**Wiring heat map**

The die is cut into 20 by 20 equal tiles; black is low, pale yellow is high, scaled to the fullest tile. Values are wire area over tile area, all layers added.
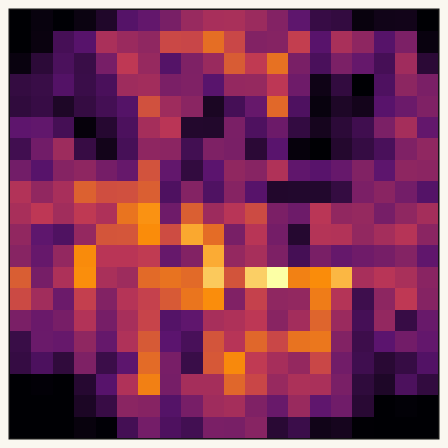
**Where the registers sit**

Other sequential cells in the stronger gray, the rest of the logic in the fainter gray.
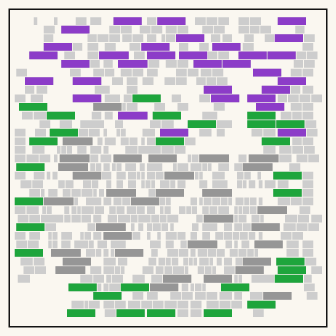
File: src/rtl/instruction_fetch_unit.sv
// Instruction fetch stage: one-outstanding request/response fetch from instruction
// memory into a single-entry IF/ID output buffer, with redirect and stall handling.
module instruction_fetch_unit #(
  parameter logic [31:0] RESET_PC = 32'h0000_0000,
  parameter logic [31:0] NOP_INSN = 32'h0000_0013
) (
  input  logic        clk,
  input  logic        reset_n,
  input  logic        stall,
  input  logic        redirect_en,
  input  logic [31:0] redirect_pc,
  output logic        imem_req,
  output logic [31:0] imem_addr,
  input  logic        imem_ready,
  input  logic        imem_rvalid,
  input  logic [31:0] imem_rdata,
  output logic        if_valid,
  output logic [31:0] instruction,
  output logic [31:0] pc_data,
  output logic        if_id_wr_en
);

  typedef enum logic {
    ST_REQ  = 1'b0,
    ST_WAIT = 1'b1
  } state_t;

  state_t      state_reg, state_next;
  logic [31:0] pc_reg, pc_next;
  logic        discard_reg, discard_next;
  logic        valid_reg, valid_next;
  logic [31:0] insn_reg, insn_next;
  logic [31:0] pcd_reg, pcd_next;

  logic        handshake;
  logic        capture;
  logic [31:0] redirect_target;
  logic        redirect_lsb_unused;

  // Targets are forced to word alignment; the low bits carry no meaning here.
  assign redirect_target     = {redirect_pc[31:2], 2'b00};
  assign redirect_lsb_unused = ^redirect_pc[1:0];

  always_ff @(posedge clk or negedge reset_n) begin
    if (!reset_n) begin
      state_reg   <= ST_REQ;
      pc_reg      <= RESET_PC;
      discard_reg <= 1'b0;
      valid_reg   <= 1'b0;
      insn_reg    <= NOP_INSN;
      pcd_reg     <= 32'h0000_0000;
    end else begin
      state_reg   <= state_next;
      pc_reg      <= pc_next;
      discard_reg <= discard_next;
      valid_reg   <= valid_next;
      insn_reg    <= insn_next;
      pcd_reg     <= pcd_next;
    end
  end

  // Next-state, pc and request generation.
  always_comb begin
    state_next   = state_reg;
    pc_next      = pc_reg;
    discard_next = discard_reg;
    imem_req     = 1'b0;
    handshake    = 1'b0;
    capture      = 1'b0;

    case (state_reg)
      ST_REQ: begin
        // Only ask for a word when the buffer is empty or drains this cycle.
        imem_req  = reset_n & (~valid_reg | ~stall);
        handshake = imem_req & imem_ready;
        if (handshake) begin
          state_next   = ST_WAIT;
          discard_next = redirect_en;
        end
      end
      ST_WAIT: begin
        if (imem_rvalid) begin
          state_next   = ST_REQ;
          discard_next = 1'b0;
          capture      = ~discard_reg & ~redirect_en;
          if (capture) begin
            pc_next = pc_reg + 32'd4;
          end
        end else if (redirect_en) begin
          discard_next = 1'b1;
        end
      end
    endcase

    // A redirect wins over sequential advance in every state.
    if (redirect_en) begin
      pc_next = redirect_target;
    end
  end

  // Output buffer: redirect flushes, capture fills, unstalled consume empties.
  always_comb begin
    valid_next = valid_reg;
    insn_next  = insn_reg;
    pcd_next   = pcd_reg;

    if (redirect_en) begin
      valid_next = 1'b0;
      insn_next  = NOP_INSN;
    end else if (capture) begin
      valid_next = 1'b1;
      insn_next  = imem_rdata;
      pcd_next   = pc_reg;
    end else if (valid_reg && !stall) begin
      valid_next = 1'b0;
      insn_next  = NOP_INSN;
    end
  end

  assign imem_addr   = pc_reg;
  assign if_valid    = valid_reg;
  assign instruction = insn_reg;
  assign pc_data     = pcd_reg;
  assign if_id_wr_en = ~stall;

endmodule

File: config.mk
export PLATFORM = sky130hd
export DESIGN_NAME = instruction_fetch_unit
export DESIGN_NICKNAME = d
export VERILOG_FILES = /design/src/rtl/instruction_fetch_unit.sv
export SDC_FILE = /design/constraint.sdc
export NUM_CORES = 1
export LEC_CHECK = 0
export CORE_UTILIZATION = 44
export DETAILED_ROUTE_END_ITERATION = 8
export PLACE_DENSITY = 0.86
export SETUP_SLACK_MARGIN = 0.1
export SYNTH_ARGS = -nofsm -noshare
export SYNTH_HDL_FRONTEND = slang
export SYNTH_SLANG_ARGS = --single-unit
File: constraint.sdc
create_clock -name clk -period 2.13 [get_ports clk]
set_input_delay 0.213 -clock clk [delete_from_list [all_inputs] [get_ports clk]]
set_output_delay 0.213 -clock clk [all_outputs]
set_load 0.05 [all_outputs]
==> impl_table.tex <==
% Synthesis and place-and-route results
\begin{tabular}{lr}
\hline
Metric & Value \\
\hline
\multicolumn{2}{l}{\textbf{Run status}} \\
Result of the run & completed \\
\multicolumn{2}{l}{\textbf{GRT}} \\
Overflow left after global routing & 0 \\
Met2 routing resource usage after global routing & 40.1\% \\
Wire length of the first global-routing pass & 18800 µm \\
Antenna violations before repair & 0 \\
Via count of the first global-routing pass & 3759 \\
\multicolumn{2}{l}{\textbf{Route}} \\
Number of vias after detailed routing & 3786 \\
Wire length on met1 & roughly 5000 µm \\
Routed met3 length & 819 µm \\
Via-to-Cell Ratio & between 5 and 6 \\
Uppermost metal layer occupied by signal nets & met4 \\
\multicolumn{2}{l}{\textbf{Layout}} \\
Number of multi-input combinational cells in the layout & 245 \\
Antenna Cells & 0 \\
Dominant kind of cell & registers \\
Fraction of layout cells with a size suffix above 1 & 18.7\% \\
Layout buffer count excluding clock buffers & 190 \\
Multi-input gate area & 0.00173 mm² \\
Non-Clock Buffer Area Fraction & 29.3\% \\
Final Instance Area & about 0.0064 mm² \\
Flop count & approximately 95 \\
\multicolumn{2}{l}{\textbf{CTS}} \\
Hold-fix buffers, CTS & 1 \\
Number of levels in the clock H-tree & 3 \\
Clock tree from TritonCTS & built \\
Clock Root Buffer & sky130\_fd\_sc\_hd\_\_clkbuf\_8 \\
CTS sink cnt & 95 \\
\multicolumn{2}{l}{\textbf{Synthesis}} \\
Post-synthesis share of cell area spent on xor and xnor gates & under 10\% \\
Ys flops & about 95 \\
Ys flop type & sky130\_fd\_sc\_hd\_\_dfrtp\_1 \\
Share of synthesized cell area in and-or and or-and compound cells & 14.3\% \\
Cell count after synthesis & 373 \\
Most common cell in the synthesized netlist & sky130\_fd\_sc\_hd\_\_dfrtp\_1 \\
Simple-gate portion of the synthesized area & 15.0\% \\
Area figure in the yosys stat output & 0.00423 mm² \\
\multicolumn{2}{l}{\textbf{Power and ir drop}} \\
Heaviest power group & combinational logic \\
Total chip power & about 6400 µW \\
Int Power & roughly 3700 µW \\
Clk network pwr share & 18.1\% \\
Switching share of power & 42.7\% \\
Maximum resistive drop on vdd & $\sim$0.00064 V \\
\multicolumn{2}{l}{\textbf{Setup path}} \\
Slowest stage cell, crit path & sky130\_fd\_sc\_hd\_\_or4\_4 \\
WP data required & 2.43 ns \\
Launching element type of the critical path & flip-flop \\
Largest incremental delay on the critical path & roughly 0.55 ns \\
Kind of critical path & reg -> reg \\
\multicolumn{2}{l}{\textbf{Job}} \\
Max-capacitance violation count & 0 \\
\multicolumn{2}{l}{\textbf{STA}} \\
Slew Limit Fails & 0 \\
Final Hold Violating Endpoints & 0 \\
\multicolumn{2}{l}{\textbf{Floorplan}} \\
Die Area & roughly 0.010 mm² \\
FP Util & 45.6\% \\
Std cell rows & 35 \\
\hline
\end{tabular}
-- 'wiring heat map' (at the start) --
nearly empty tiles	6.2%
fullest tile	0.59
mean over tiles	0.19
tiles over half the peak	17%

-- 'where the registers sit' (at the start) --
name in the netlist	color	flops	where
pc_data	green	30	spread over the die
instruction	purple	32	a band across the top

No activity file was given, so power comes from the tool's default toggle rates.
